### src/rtl/seg_scan_driver.sv
// Multiplexed 7-segment scan driver: shadowed display data, per-digit blank/blink,
// leading-zero suppression, PWM brightness and a frame-done strobe.
module seg_scan_driver #(
    parameter int DIGITS       = 8,
    parameter int SCAN_DIV     = 5000,
    parameter int PWM_BITS     = 3,
    parameter int BLINK_FRAMES = 64
) (
    input  logic                  clock,
    input  logic                  rst,
    input  logic                  en,
    input  logic                  load,
    input  logic [4*DIGITS-1:0]   value,
    input  logic [DIGITS-1:0]     dp,
    input  logic [DIGITS-1:0]     digit_en,
    input  logic [DIGITS-1:0]     blink_mask,
    input  logic                  lz_suppress,
    input  logic [PWM_BITS-1:0]   brightness,
    output logic [DIGITS-1:0]     an,
    output logic [7:0]            seg,
    output logic                  frame_done
);

    localparam int TW     = (SCAN_DIV > 1) ? $clog2(SCAN_DIV) : 1;
    localparam int SW     = $clog2(DIGITS);
    localparam int BW     = (BLINK_FRAMES > 1) ? $clog2(BLINK_FRAMES) : 1;
    // (b_q+1) needs PWM_BITS+1 bits; the product with SCAN_DIV then cannot overflow
    localparam int PROD_W = PWM_BITS + 1 + $clog2(SCAN_DIV + 1);

    localparam logic [TW-1:0]     TICK_LAST  = TW'(SCAN_DIV - 1);
    localparam logic [SW-1:0]     SEL_LAST   = SW'(DIGITS - 1);
    localparam logic [BW-1:0]     BLINK_LAST = BW'(BLINK_FRAMES - 1);
    localparam logic [PROD_W-1:0] SCAN_DIV_W = PROD_W'(SCAN_DIV);

    function automatic logic [6:0] hex7(input logic [3:0] nib);
        logic [6:0] s;
        case (nib)
            4'h0:    s = 7'b1000000;
            4'h1:    s = 7'b1111001;
            4'h2:    s = 7'b0100100;
            4'h3:    s = 7'b0110000;
            4'h4:    s = 7'b0011001;
            4'h5:    s = 7'b0010010;
            4'h6:    s = 7'b0000010;
            4'h7:    s = 7'b1111000;
            4'h8:    s = 7'b0000000;
            4'h9:    s = 7'b0010000;
            4'hA:    s = 7'b0001000;
            4'hB:    s = 7'b0000011;
            4'hC:    s = 7'b1000110;
            4'hD:    s = 7'b0100001;
            4'hE:    s = 7'b0000110;
            4'hF:    s = 7'b0001110;
            default: s = 7'b1111111;
        endcase
        return s;
    endfunction

    logic [4*DIGITS-1:0] value_r;
    logic [DIGITS-1:0]   dp_r;
    logic [DIGITS-1:0]   digit_en_r;
    logic [DIGITS-1:0]   blink_mask_r;
    logic                lz_r;

    logic [TW-1:0]       tick_r;
    logic [SW-1:0]       sel_r;
    logic [BW-1:0]       blink_cnt_r;
    logic                blink_phase_r;
    logic [PWM_BITS-1:0] b_q_r;

    logic [DIGITS-1:0]   an_r;
    logic [7:0]          seg_r;
    logic                frame_done_r;

    logic                tick_wrap_s;
    logic                frame_wrap_s;
    logic [PROD_W-1:0]   product_s;
    logic [PROD_W-1:0]   threshold_s;
    logic                pwm_on_s;
    logic                upper_nz_s;
    logic                dark_s;
    logic                supp_s;
    logic [3:0]          nibble_s;
    logic [DIGITS-1:0]   an_s;
    logic [7:0]          seg_s;

    assign tick_wrap_s  = (tick_r == TICK_LAST);
    assign frame_wrap_s = tick_wrap_s && (sel_r == SEL_LAST);

    // Shadow capture of display data so the scan never shows a half-updated value.
    always_ff @(posedge clock or negedge rst) begin
        if (!rst) begin
            value_r      <= '0;
            dp_r         <= '0;
            digit_en_r   <= '0;
            blink_mask_r <= '0;
            lz_r         <= 1'b0;
        end else if (load) begin
            value_r      <= value;
            dp_r         <= dp;
            digit_en_r   <= digit_en;
            blink_mask_r <= blink_mask;
            lz_r         <= lz_suppress;
        end else begin
            value_r      <= value_r;
            dp_r         <= dp_r;
            digit_en_r   <= digit_en_r;
            blink_mask_r <= blink_mask_r;
            lz_r         <= lz_r;
        end
    end

    // Slot tick, digit select and blink frame counters; free-running regardless of en.
    always_ff @(posedge clock or negedge rst) begin
        if (!rst) begin
            tick_r        <= '0;
            sel_r         <= '0;
            blink_cnt_r   <= '0;
            blink_phase_r <= 1'b0;
        end else begin
            if (tick_wrap_s) begin
                tick_r <= '0;
                if (sel_r == SEL_LAST) begin
                    sel_r <= '0;
                end else begin
                    sel_r <= sel_r + SW'(1);
                end
            end else begin
                tick_r <= tick_r + TW'(1);
            end
            if (frame_wrap_s) begin
                if (blink_cnt_r == BLINK_LAST) begin
                    blink_cnt_r   <= '0;
                    blink_phase_r <= ~blink_phase_r;
                end else begin
                    blink_cnt_r <= blink_cnt_r + BW'(1);
                end
            end
        end
    end

    // Brightness is held for a whole slot so the duty cycle never changes mid-slot.
    always_ff @(posedge clock or negedge rst) begin
        if (!rst) begin
            b_q_r <= '0;
        end else if (tick_r == '0) begin
            b_q_r <= brightness;
        end else begin
            b_q_r <= b_q_r;
        end
    end

    assign product_s   = (PROD_W'(b_q_r) + PROD_W'(1)) * SCAN_DIV_W;
    assign threshold_s = product_s >> PWM_BITS;
    assign pwm_on_s    = (PROD_W'(tick_r) < threshold_s);
    assign nibble_s    = value_r[{sel_r, 2'b00} +: 4];

    // Any non-zero nibble at or above the current digit keeps it from being suppressed.
    always_comb begin
        upper_nz_s = 1'b0;
        for (int i = 0; i < DIGITS; i++) begin
            upper_nz_s = upper_nz_s | ((i >= int'(sel_r)) && (value_r[4*i +: 4] != 4'h0));
        end
    end

    // Digit state and next anode/segment pattern for the current slot.
    always_comb begin
        an_s   = '1;
        seg_s  = 8'hFF;
        dark_s = !en || !digit_en_r[sel_r] || !pwm_on_s
                 || (blink_mask_r[sel_r] && blink_phase_r);
        supp_s = lz_r && (sel_r != '0) && !upper_nz_s;
        if (dark_s) begin
            an_s  = '1;
            seg_s = 8'hFF;
        end else if (supp_s) begin
            an_s  = ~(DIGITS'(1) << sel_r);
            seg_s = {~dp_r[sel_r], 7'h7F};
        end else begin
            an_s  = ~(DIGITS'(1) << sel_r);
            seg_s = {~dp_r[sel_r], hex7(nibble_s)};
        end
    end

    // Output registers; reset drives the display dark immediately.
    always_ff @(posedge clock or negedge rst) begin
        if (!rst) begin
            an_r         <= '1;
            seg_r        <= 8'hFF;
            frame_done_r <= 1'b0;
        end else begin
            an_r         <= an_s;
            seg_r        <= seg_s;
            frame_done_r <= frame_wrap_s;
        end
    end

    assign an         = an_r;
    assign seg        = seg_r;
    assign frame_done = frame_done_r;

endmodule

### config.mk
export PLATFORM = sky130hd
export DESIGN_NAME = seg_scan_driver
export DESIGN_NICKNAME = d
export VERILOG_FILES = /design/src/rtl/seg_scan_driver.sv
export SDC_FILE = /design/constraint.sdc
export NUM_CORES = 1
export LEC_CHECK = 0
export ABC_AREA = 0
export CAP_MARGIN = 30
export CORE_UTILIZATION = 49
export CTS_CLUSTER_DIAMETER = 100
export DETAILED_ROUTE_END_ITERATION = 7
export PLACE_DENSITY = 0.75
export SLEW_MARGIN = 15
export SYNTH_ARGS = -nofsm -noshare
export SYNTH_HDL_FRONTEND = slang
export SYNTH_SLANG_ARGS = --single-unit
### constraint.sdc
create_clock -name clock -period 3.9 [get_ports clock]
set_clock_uncertainty 0.05 [all_clocks]
set_input_delay 0.78 -clock clock [delete_from_list [all_inputs] [get_ports clock]]
set_output_delay 0.78 -clock clock [all_outputs]
set_load 0.01 [all_outputs]
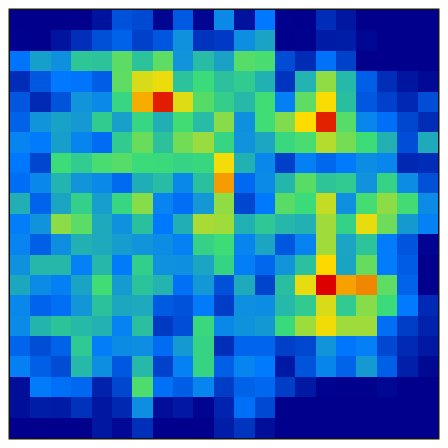
**Above:** run 1 (wiring heat map).
The die is cut into 21 by 21 equal tiles; dark blue is low, red is high, scaled to the fullest tile. Values are wire area over tile area, all layers added.
tiles over half the peak: 14%
mean over tiles: 0.16
nearly empty tiles: 13%
fullest tile: 0.55
WL/cell: 17.0 µm
routed vias: 3756

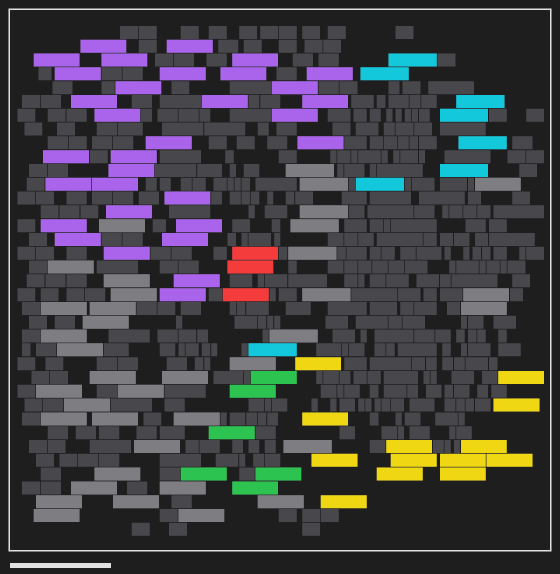
**Above:** run 1 (where the registers sit).
Bar = 20 µm. Other sequential cells in the stronger grey, the rest of the logic in the fainter grey.
legend:
  cyan:
    netlist_name: seg
    sequential_cells: 8
    where: upper right
  red:
    netlist_name: sel_r
    sequential_cells: 3
  purple:
    netlist_name: value_r
    sequential_cells: 32
  green:
    netlist_name: blink_cnt_r
    sequential_cells: 6
    where: bottom centre
  yellow:
    netlist_name: tick_r
    sequential_cells: 13
not coloured: 38

==> metrics.cfg, run 1 <==
[global_route]
grt_start_max_net_pins=41
grtUsageMet1_pct=29.7
first_global_vias=3871
antenna_found_initial=0
grt-busiest-layer=met2
grt_pass1_wl_um=19100
grtUsageTotal_pct=21.8

[synth]
most_common_cell=dfrtp_1
synth_area_per_cell_um2=12.5
ys_sh_simple_pct=10.2
top_cell_area_share_pct=39.3
ys_async_sr_fraction_pct=100
edf_count=0

[final_timing]
drv_slew=0
setup_viol=10
rsz0062_at_grt=true
maxSlewHeadroom_pct=44.5
worst_slack_ns=-0.0506
hold_slack_ns=0.276
finalHoldViolCount=0
fin_crit_ns=3.95

[power]
p_comb_share_pct=23.8
totalPowerFinal_w=0.00234
p_switching_w=0.000670
p_sw_share_pct=28.6
p_seq_w=0.00116
power.group.top=sequential cells

[route]
dr.pass1.iters=4
wl_met1_um=5120

[placement]
place_hpwl_um=8470
dp_cells=649

[cells_and_area]
seq_area_share_pct=36.4
layout_top_cells=dfrtp_1, clkdlybuf4s50_1, mux2_2
num-nets-final=640
seqCellArea_mm2=0.00252
stdcell_area_mm2=0.00693
layout-drive-gt1-share_pct=33.8
nClkBuffers=9
comb_area_mm2=0.00297

[clocking]
post_cts_buffers=6
cts_tree=done
holdBufCountCts=0

[worst_setup_path]
crit_chain=ha_4 > xnor2_4 > ha_4 > inv_2 > ha_4 > or2_4 > ha_4 > ha_4 > o21ai_2 > nor2_2 > o22ai_2 > xnor2_1 > ha_1 > a211oi_2 > nand3_1 > o32a_4 > a31oi_4 > o211ai_1
r2r_slack_ns=-0.05
critPathTopFamily=adder cells
cp-end-kind=flop
critical_path.endpoint=seg[6]
path_max_fanout=5
cp.required_ns=4.15

[run]
cap_viol_max_count=0

[run_status]
violations=setup timing
outcome=finished, violations left

[worst_hold_path]
min_path_type=primary input to asynchronous set/reset pin

[die]
chipArea_mm2=0.0113
core_area_mm2=0.0105
fp.dieW_um=106

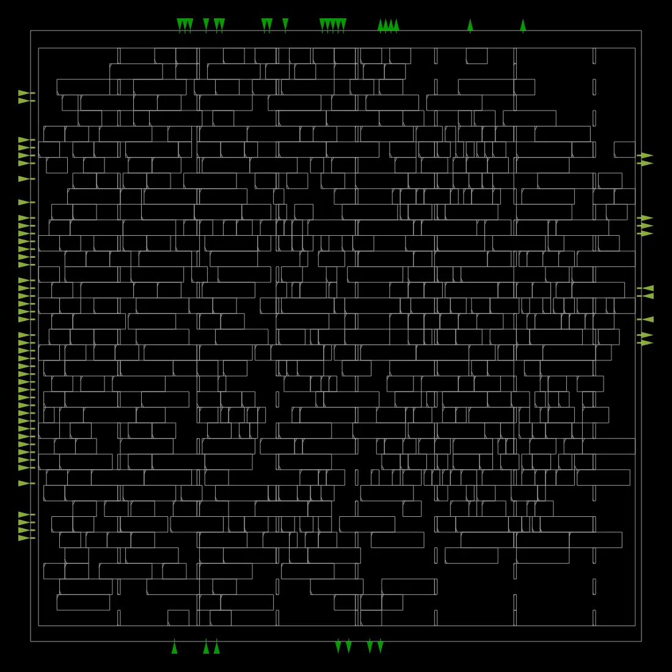
**Above:** run 1 (placement view).
Seq Cell Count: 100
filler instances: 778
fin util: 66.2%
tap cells: 136

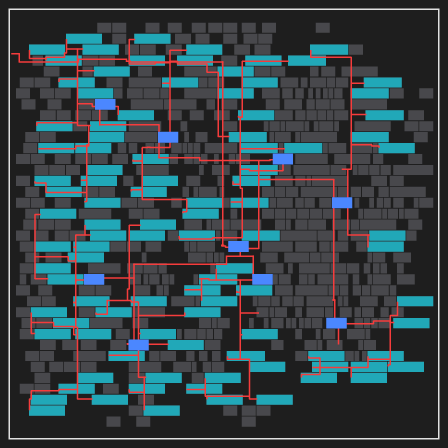
**Above:** run 1 (clock network drawn from the DEF).
legend:
  red:
    item: clock wires
    length: 1150 µm
  blue:
    item: clock drivers
    count: 9
  cyan:
    item: flip-flops
    count: 100
flops lie: widely spread
routed clock nets: 10
Clk power: 0.000625 W
Clk network pwr share: 26.7%
clk latency late pin: 0.38 ns

==> run 1 -> run 2 <==
--- a/config.mk
+++ b/config.mk
@@ -7,10 +7,11 @@
 export LEC_CHECK = 0
 export ABC_AREA = 0
 export CAP_MARGIN = 30
-export CORE_UTILIZATION = 49
+export CORE_UTILIZATION = 25
 export CTS_CLUSTER_DIAMETER = 100
 export DETAILED_ROUTE_END_ITERATION = 7
-export PLACE_DENSITY = 0.75
+export DONT_BUFFER_PORTS = 1
+export PLACE_DENSITY = 0.39
 export SLEW_MARGIN = 15
 export SYNTH_ARGS = -nofsm -noshare
 export SYNTH_HDL_FRONTEND = slang
==> run 2 against run 1 <==
Effect of this change:
- the flow still finishes with violations (setup timing)
- power up 10%
- final area down 8.2%
- cell count grew 8.2%
==> metrics.cfg, run 2 <==
[placement]
dp_cells=705  ; +8.6%
place_area_mm2=0.00583
place_hpwl_um=9420  ; +11%

[global_route]
grt-busiest-layer=met2
grtUsageMet1_pct=16.1  ; -14 points
grt_pass1_wl_um=20500  ; +7.0%
antenna_found_initial=2  ; +2
grtUsageTotal_pct=12.3  ; -9.6 points
first_global_vias=3565  ; -7.9%
grt_start_max_net_pins=101  ; +150%

[route]
drtIter0Drc=125
dr.pass1.iters=4  ; unchanged
met2_length_um=6160
drc=0
via_per_inst=4.60
avgRoutedWirePerCell_um=17.8  ; +4.4%
wl_met1_um=5980  ; +17%
vias=3351  ; -11%

[run_status]
outcome=finished, violations left
violations=setup timing

[clocking]
insertion_delay_ns=0.35  ; -0.03 ns
cts_tree=done
root_buffer=clkbuf_16
holdBufCountCts=0  ; unchanged
post_cts_buffers=3  ; -3

[worst_setup_path]
cp.required_ns=4.08  ; -0.07 ns
critical_path.endpoint=an[4]
path_max_fanout=5  ; unchanged
r2r_slack_ns=-0.13  ; -0.08 ns
setup.worst_path.start=b_q_r[0]
cp-end-kind=flop
critPathTopFamily=adder cells
crit_chain=ha_4 > xnor2_4 > ha_4 > inv_4 > ha_4 > or2_4 > ha_4 > ha_4 > o21ai_2 > nor2_2 > o22ai_2 > xnor2_1 > ha_1 > a211oi_2 > nand3_1 > o32a_4 > a31oi_4 > nand3_1

[final_timing]
fin_crit_ns=4.03  ; +0.0752 ns
setup_viol=16  ; +6
hold_slack_ns=0.0728  ; -0.203 ns
rsz0062_at_grt=true
drv_slew=0  ; unchanged
maxSlewHeadroom_pct=45.5  ; +0.95 points
worst_slack_ns=-0.126  ; -0.0752 ns
finalHoldViolCount=0  ; unchanged

[worst_hold_path]
min_path_type=primary input to asynchronous set/reset pin

[synth]
ys_async_sr_fraction_pct=100  ; unchanged
ys_sh_simple_pct=10.2  ; unchanged
top_cells_by_count=dfrtp_1, mux2_2, ha_1
most_common_cell=dfrtp_1
synth_area_per_cell_um2=12.5  ; unchanged
synthesis.area_mm2=0.00534
ys.flop_type=dfrtp_1
edf_count=0  ; unchanged
top_cell_area_share_pct=39.3  ; unchanged

[power]
p_sw_share_pct=25.0  ; -3.6 points
power.group.top=sequential cells
pwr-share-clk_pct=38.3  ; +12 points
clk-power_w=0.000988  ; +58%
totalPowerFinal_w=0.00258  ; +10%
p_comb_share_pct=16.3  ; -7.5 points
p_switching_w=0.000644  ; -4.0%

[run]
cap_viol_max_count=0  ; unchanged

[cells_and_area]
layout-drive-gt1-share_pct=37.4  ; +3.6 points
layout_top_cells=dfrtp_1, mux2_2, ha_1
seq_cells=100  ; unchanged
nNonClkInverters=22
nClkBuffers=11  ; +2
num-nets-final=555  ; -13%
comb_area_mm2=0.00292  ; -1.8%
n_fill_cell=2202  ; +180%

[die]
taps=275  ; +100%
chipArea_mm2=0.0220  ; +94%
fp.dieW_um=148  ; +39%

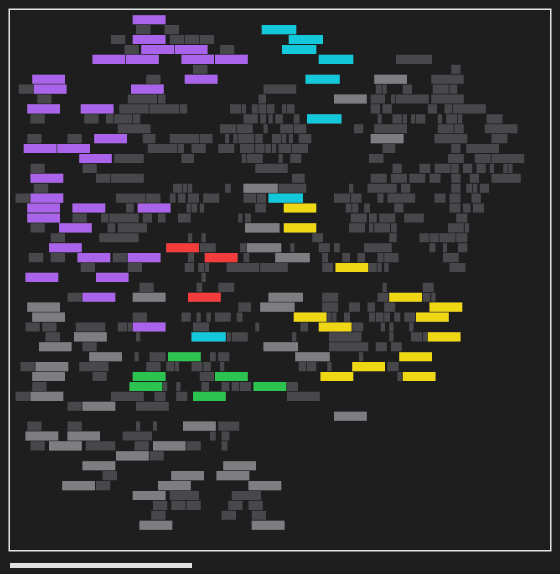
**Above:** run 2 (where the registers sit).
Bar = 50 µm. Other sequential cells in the stronger grey, the rest of the logic in the fainter grey.
legend:
  yellow:
    netlist_name: tick_r
    sequential_cells: 13
  cyan:
    netlist_name: seg
    sequential_cells: 8
  green:
    netlist_name: blink_cnt_r
    sequential_cells: 6
  red:
    netlist_name: sel_r
    sequential_cells: 3
  purple:
    netlist_name: value_r
    sequential_cells: 32
not coloured: 38
Seq area share: 39.7%
fin util: 30.3%
Seq. pwr: 0.00117 W
register area: 0.00252 mm²

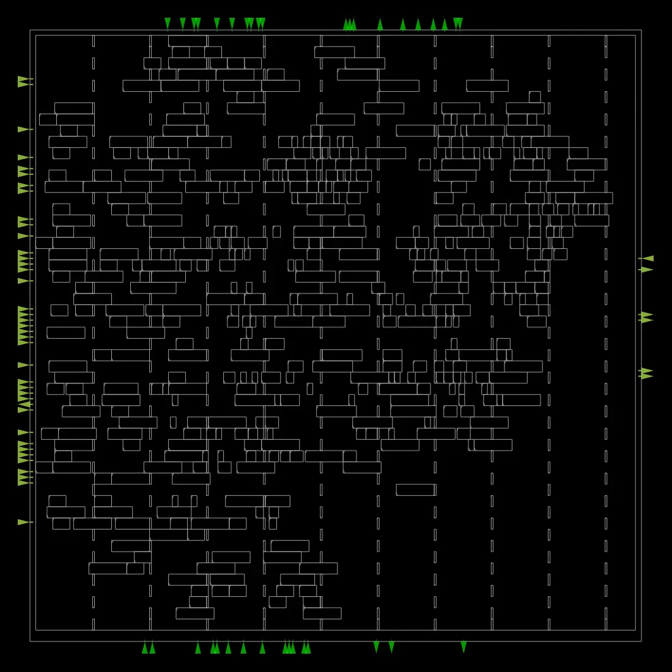
**Above:** run 2 (placement view).
row cnt: 53
core area: 0.0210 mm²

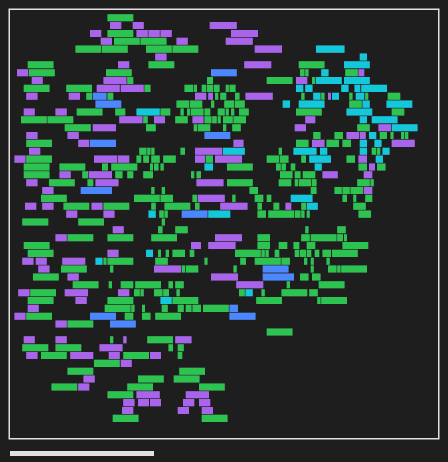
**Above:** run 2 (drive-strength map).
Bar = 50 µm.
legend:
  blue:
    size: _6 and larger
    cells: 13
    share: 2.9%
    most_used: clkbuf_16
  purple:
    size: _2 cells
    cells: 114
    share: 25%
    most_used: mux2_2
  cyan:
    size: _3 and _4 cells
    cells: 43
    share: 9.5%
    most_used: buf_4
  green:
    size: _0 and _1 cells
    cells: 284
    share: 63%
    most_used: dfrtp_1
final instance area: 0.00636 mm²
nonclk buf count: 22

No activity file was given, so power comes from the tool's default toggle rates.
